==> images/zoom.png <==
Window x 17 to 57, y 17 to 57 um. Cells in gray, sequential cells in the stronger gray; small squares are vias.
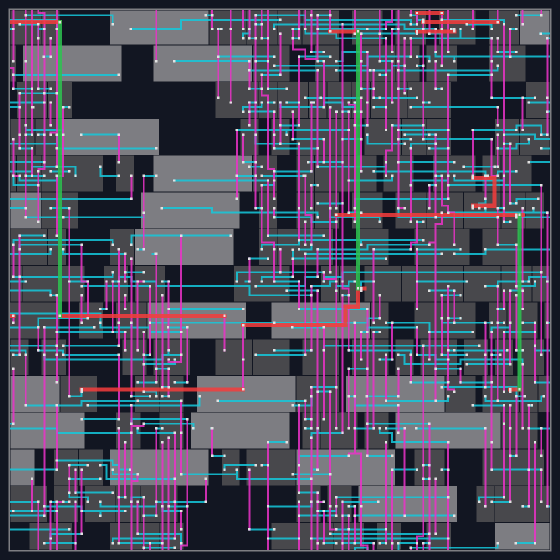
==> images/metal_stack.png <==
Scale: 4 px per um. Only two layers are drawn.
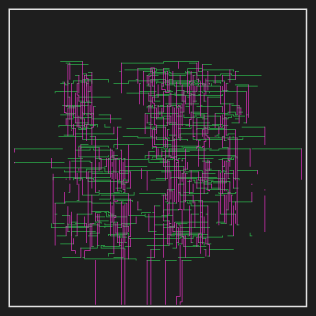
==> images/met2.png <==
Scale: 4 px per um. Cells faint in the background.
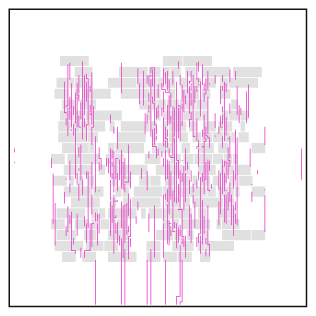
==> images/pins.png <==
Scale: 6 px per um. Pins as bars across the die edge, other pins in gray.
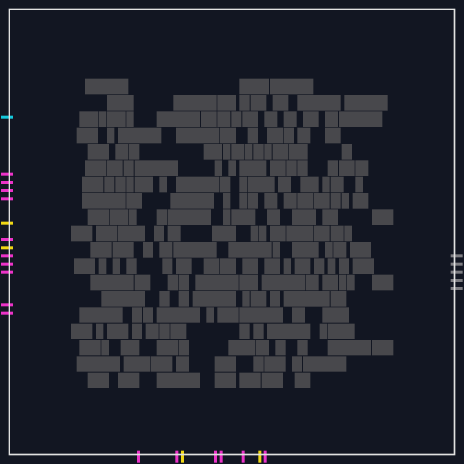
File: config.mk
export PLATFORM = sky130hd
export DESIGN_NAME = lane_score_counter
export DESIGN_NICKNAME = d
export VERILOG_FILES = /design/src/rtl/lane_pkg.sv /design/src/rtl/lane_sat_counter.sv /design/src/rtl/lane_score_counter.sv
export SDC_FILE = /design/constraint.sdc
export NUM_CORES = 1
export LEC_CHECK = 0
export CORE_MARGIN = 10
export CORE_UTILIZATION = 51
export CTS_CLUSTER_SIZE = 12
export DETAILED_ROUTE_END_ITERATION = 12
export PLACE_DENSITY = 0.78
export SLEW_MARGIN = 25
export SYNTH_ARGS = -nofsm -noshare
export SYNTH_HDL_FRONTEND = slang
export SYNTH_SLANG_ARGS = --single-unit
export TNS_END_PERCENT = 10
File: constraint.sdc
create_clock -name clk -period 2.3 [get_ports clk]
set_input_delay 0.345 -clock clk [delete_from_list [all_inputs] [get_ports clk]]
set_output_delay 0.345 -clock clk [all_outputs]
set_load 0.005 [all_outputs]
File: src/rtl/lane_pkg.sv
// Shared definitions for the lane score counter and the downstream max finder.
package lane_pkg;

    localparam int NUM_LANES = 4;

    typedef enum logic [1:0] {
        ST_IDLE   = 2'd0,
        ST_COUNT  = 2'd1,
        ST_SETTLE = 2'd2,
        ST_DONE   = 2'd3
    } state_e;

    // Lowest bit of lane 'lane' inside a packed NUM_LANES*width vector.
    function automatic int lane_lsb(input int lane, input int width);
        return lane * width;
    endfunction

endpackage

File: src/rtl/lane_sat_counter.sv
// One lane's hit counter: saturates at all-ones, clear wins over increment.
module lane_sat_counter #(
    parameter int WIDTH = 4
) (
    input  logic             clk,
    input  logic             reset,
    input  logic             clear,
    input  logic             inc,
    output logic [WIDTH-1:0] count
);

    logic [WIDTH-1:0] count_q;
    logic [WIDTH-1:0] count_d;

    // Next count: clear, saturating increment, or hold.
    always_comb begin
        count_d = count_q;
        if (clear) begin
            count_d = '0;
        end else if (inc && (count_q != {WIDTH{1'b1}})) begin
            count_d = count_q + WIDTH'(1);
        end
    end

    // Count register with synchronous active-low reset.
    always_ff @(posedge clk) begin
        if (!reset) begin
            count_q <= '0;
        end else begin
            count_q <= count_d;
        end
    end

    assign count = count_q;

endmodule

File: src/rtl/lane_score_counter.sv
// Timed scoring round: counts per-lane hits over a fixed window, then waits
// out the max finder's pipeline before flagging the result as valid.
//
// state     | meaning
// ----------+---------------------------------------------------------------
// ST_IDLE   | no round yet; waiting for start, hits ignored
// ST_COUNT  | window open; hits counted, window timer running down
// ST_SETTLE | counts frozen; covering the finder's pipeline latency
// ST_DONE   | counts frozen and final; result_valid high, start restarts
module lane_score_counter
    import lane_pkg::*;
#(
    parameter int WIDTH         = 4,
    parameter int WINDOW_CYCLES = 1000,
    parameter int SETTLE_CYCLES = 2
) (
    input  logic                       clk,
    input  logic                       reset,
    input  logic                       start,
    input  logic [NUM_LANES-1:0]       hit,
    output logic [NUM_LANES*WIDTH-1:0] lane_values,
    output logic                       busy,
    output logic                       round_done,
    output logic                       result_valid
);

    localparam int TMR_W = (WINDOW_CYCLES > 1) ? $clog2(WINDOW_CYCLES) : 1;
    localparam int SET_W = (SETTLE_CYCLES > 1) ? $clog2(SETTLE_CYCLES) : 1;
    localparam logic [TMR_W-1:0] TMR_LOAD = TMR_W'(WINDOW_CYCLES - 1);
    // With no settle phase the load value is never used; keep it in range.
    localparam logic [SET_W-1:0] SET_LOAD =
        (SETTLE_CYCLES > 0) ? SET_W'(SETTLE_CYCLES - 1) : '0;

    state_e           state_q,  state_d;
    logic [TMR_W-1:0] timer_q,  timer_d;
    logic [SET_W-1:0] settle_q, settle_d;
    logic             round_done_q, round_done_d;
    logic             clear_cnt;
    logic             count_en;

    // Next-state, timer and counter-control decode.
    always_comb begin
        state_d   = state_q;
        timer_d   = timer_q;
        settle_d  = settle_q;
        clear_cnt = 1'b0;
        count_en  = 1'b0;
        case (state_q)
            ST_IDLE, ST_DONE: begin
                if (start) begin
                    state_d   = ST_COUNT;
                    timer_d   = TMR_LOAD;
                    clear_cnt = 1'b1;
                end
            end
            ST_COUNT: begin
                // The terminal-count edge still counts its hits.
                count_en = 1'b1;
                if (timer_q == '0) begin
                    if (SETTLE_CYCLES == 0) begin
                        state_d = ST_DONE;
                    end else begin
                        state_d  = ST_SETTLE;
                        settle_d = SET_LOAD;
                    end
                end else begin
                    timer_d = timer_q - TMR_W'(1);
                end
            end
            ST_SETTLE: begin
                if (settle_q == '0) begin
                    state_d = ST_DONE;
                end else begin
                    settle_d = settle_q - SET_W'(1);
                end
            end
            default: state_d = ST_IDLE;
        endcase
        round_done_d = (state_d == ST_DONE) && (state_q != ST_DONE);
    end

    // State, timers and the round_done pulse register.
    always_ff @(posedge clk) begin
        if (!reset) begin
            state_q      <= ST_IDLE;
            timer_q      <= '0;
            settle_q     <= '0;
            round_done_q <= 1'b0;
        end else begin
            state_q      <= state_d;
            timer_q      <= timer_d;
            settle_q     <= settle_d;
            round_done_q <= round_done_d;
        end
    end

    for (genvar g = 0; g < NUM_LANES; g++) begin : g_lane
        lane_sat_counter #(
            .WIDTH (WIDTH)
        ) u_cnt (
            .clk   (clk),
            .reset (reset),
            .clear (clear_cnt),
            .inc   (count_en & hit[g]),
            .count (lane_values[lane_lsb(g, WIDTH) +: WIDTH])
        );
    end

    assign busy         = (state_q == ST_COUNT) || (state_q == ST_SETTLE);
    assign result_valid = (state_q == ST_DONE);
    assign round_done   = round_done_q;

endmodule

==> impl_metrics.yaml <==
# generated from flow reports
outcome:
  run_status: "finished, final reports clean"
sta:
  final_period_minus_worst_setup_slack_ps: 2150
  fin_setup_tns_ps: 0
  maxSlewHeadroom: 0.639
  rsz0062_at_grt: "no"
  hold_viol: 0
  clock-skew-final_ps: 8.65
cts:
  ctsHoldBuffers: 0
  cts-buffers-inserted: 5
  cts-root-buf: "sky130_fd_sc_hd__clkbuf_4"
  post-cts-setup-buffer-count: 0
  insertion_delay_ps: 320
  cts.sink_count: 30
  ctsHtreeMaxLevel: 2
worst_setup_path:
  end_kind: "primary output"
  crit_slowest_cell: "sky130_fd_sc_hd__clkdlybuf4s50_1"
  maximum_cell_stage_delay_along_the_critical_path_ps: 500
  reg2reg_from: "state_q[0]"
  crit_top_cell: "sky130_fd_sc_hd__inv_1"
  critical_path_arrival_ps: 1810
  ff2ff_setup_slack_ps: 210
  worst-path-max-fanout: 6
  critPathTopFamily: "buffers and inverters"
  worstPathCellList: "inv_1, ha_1, buf_4, inv_1, clkdlybuf4s50_1"
drt:
  firstDrtPassIters: 4
  drt_iter0_markers: 96
  vias_per_cell: 5.93
  route.met3.wl_um: 277
  maxUsedRoutingLayer: "met4"
  drcViolationCount: 0
  ant_nets: 0
  detailroute.wirelength.met2_um: 1600
hold_path:
  holdCritPathClass: "reg -> reg"
  worst_hold_startpoint: "timer_q[7]"
flow_run:
  max_cap_violations: 0
finish:
  layout.cells.largest_class: "combinational gates"
  nNetsFinal: 226
  final-nonclk-buf-share: 0.166
  fin_cells: 239
  drive_above_1_share: 0.111
  area.growth.synth_to_final_pct: 26.2
  clock_buffer_count: 6
  fillers: 244
logic_synthesis:
  edf_count: 0
  aoi_share: 0.159
  yosysCellCount: 172
  top_cells_by_count: "sky130_fd_sc_hd__dfxtp_1, sky130_fd_sc_hd__nand3_1, sky130_fd_sc_hd__nor2_1"
  cell_with_the_most_instances_after_synthesis: "sky130_fd_sc_hd__dfxtp_1"
  yosys-mux-area-fraction: 0.0278
  synthFlopType: "sky130_fd_sc_hd__dfxtp_1"
  synth_xor_xnor_area_share: 0.0354
  synth_area_leader_cell: "sky130_fd_sc_hd__dfxtp_1"
  synth_area_per_cell_sq_um: 8.63
  syn_nets: 189
  synth_adder_area_share: 0.0842
  ys_warn_count: 0
grt:
  grt_overflow: 0
  grt_pass1_vias: 1415
die:
  io_pins: 26
  core_sq_um: 2780
  tap-cell-count: 31
place:
  gp_routability_congestion: 0.902
  post-place-cells: 233
  place.detailed.hpwl_um: 2620
power_and_ir_drop:
  power_density_nw_per_um2: 824
Back to the opening pictures, zoom.png:
legend:
  met3:
    color: red
  met2:
    color: magenta
  met4:
    color: green
  met1:
    color: cyan
most frequent: dfxtp_1 (18), nand3_1 (14), nor2_1 (11)
netlist names of flops here include: g_lane.u_cnt.count (10), timer_q (5), state_q (2)
sequential cells in the window: 19
cells with their middle in the window: 152

Back to the opening pictures, metal_stack.png:
legend:
  met2:
    color: magenta
    wire_length: 1600 um
  met1:
    color: green
    wire_length: 1530 um
total wirelength of the detailed-routed design: 3460 um
average wire per cell in the routed design: 14.5 um
GRT Total Usage: 0.139

Back to the opening pictures, met2.png:
main direction: vertical
share of all routed wire: 46%
nets with wire on the layer: 197
overall via count from detail_route: 1417
global-route met2 utilization: 0.219

Back to the opening pictures, pins.png:
legend:
  lane_values:
    color: magenta
    pins: 16
    direction: output
    edge: 10 left, 6 bottom
  hit:
    color: yellow
    pins: 4
    direction: input
    edge: 2 left, 2 bottom
  clk:
    color: cyan
    pins: 1
    direction: input
    edge: left
quantity of I/O buffers inserted on ports: 25
Die Wd: 74.0 um
height of the die: 74.0 um

cell usage in the layout (no fill, tap or decap), types with 7 or more instances in the layout:
cell / Yosys / layout
sky130_fd_sc_hd__buf_4: 0 / 8
sky130_fd_sc_hd__clkdlybuf4s50_1: 0 / 25
sky130_fd_sc_hd__a31oi_1: 8 / 8
sky130_fd_sc_hd__inv_1: 8 / 8
sky130_fd_sc_hd__a21oi_1: 9 / 9
sky130_fd_sc_hd__or3_1: 8 / 8
sky130_fd_sc_hd__nor2_1: 15 / 15
sky130_fd_sc_hd__dfxtp_1: 30 / 29
sky130_fd_sc_hd__nor3_1: 8 / 8
sky130_fd_sc_hd__o21ai_0: 7 / 7
sky130_fd_sc_hd__nand3_1: 15 / 15
sky130_fd_sc_hd__nand2_1: 11 / 11
sky130_fd_sc_hd__ha_1: 10 / 10
routing by layer:
layer,global-route usage,vias to the layer above
met3,0.0691,6
met2,0.219,34
met1,0.153,670
met5,0,-
met4,0.0704,0
li1,-,707
final timing paths:
kind / to / cells past startpoint
max: busy / 5
min: timer_q[7] / 2
max reg2reg: timer_q[8] / 6
min reg2reg: timer_q[7] / 2
state kept, by name (all words and copies together) (netlist names):
register and flops:
g_lane.u_cnt.count 16, round_done 1, settle_q 1, state_q 2
timer_q 10
through the flow:
stage | area, sq um | hold slack [ps] | power, uW | worst slack [ps] | utilization
floorplan | 1490 | 463 | 1060 | 178 | -
global placement | 1820 | 489 | 1230 | 224 | 0.655
detailed placement | 1820 | 497 | 1250 | 178 | 0.655
CTS | 1870 | 510 | 1550 | 84.6 | 0.673
global route | 1870 | 565 | 1680 | 25.4 | 0.674
finish | 1870 | 506 | 1540 | 146 | 0.674
where the power goes:
part	internal (uW)	switching (uW)	total, uW
clock	137	160	297
sequential	597	73.4	671
combinational	265	311	576
Power and IR drop assume default switching activity.
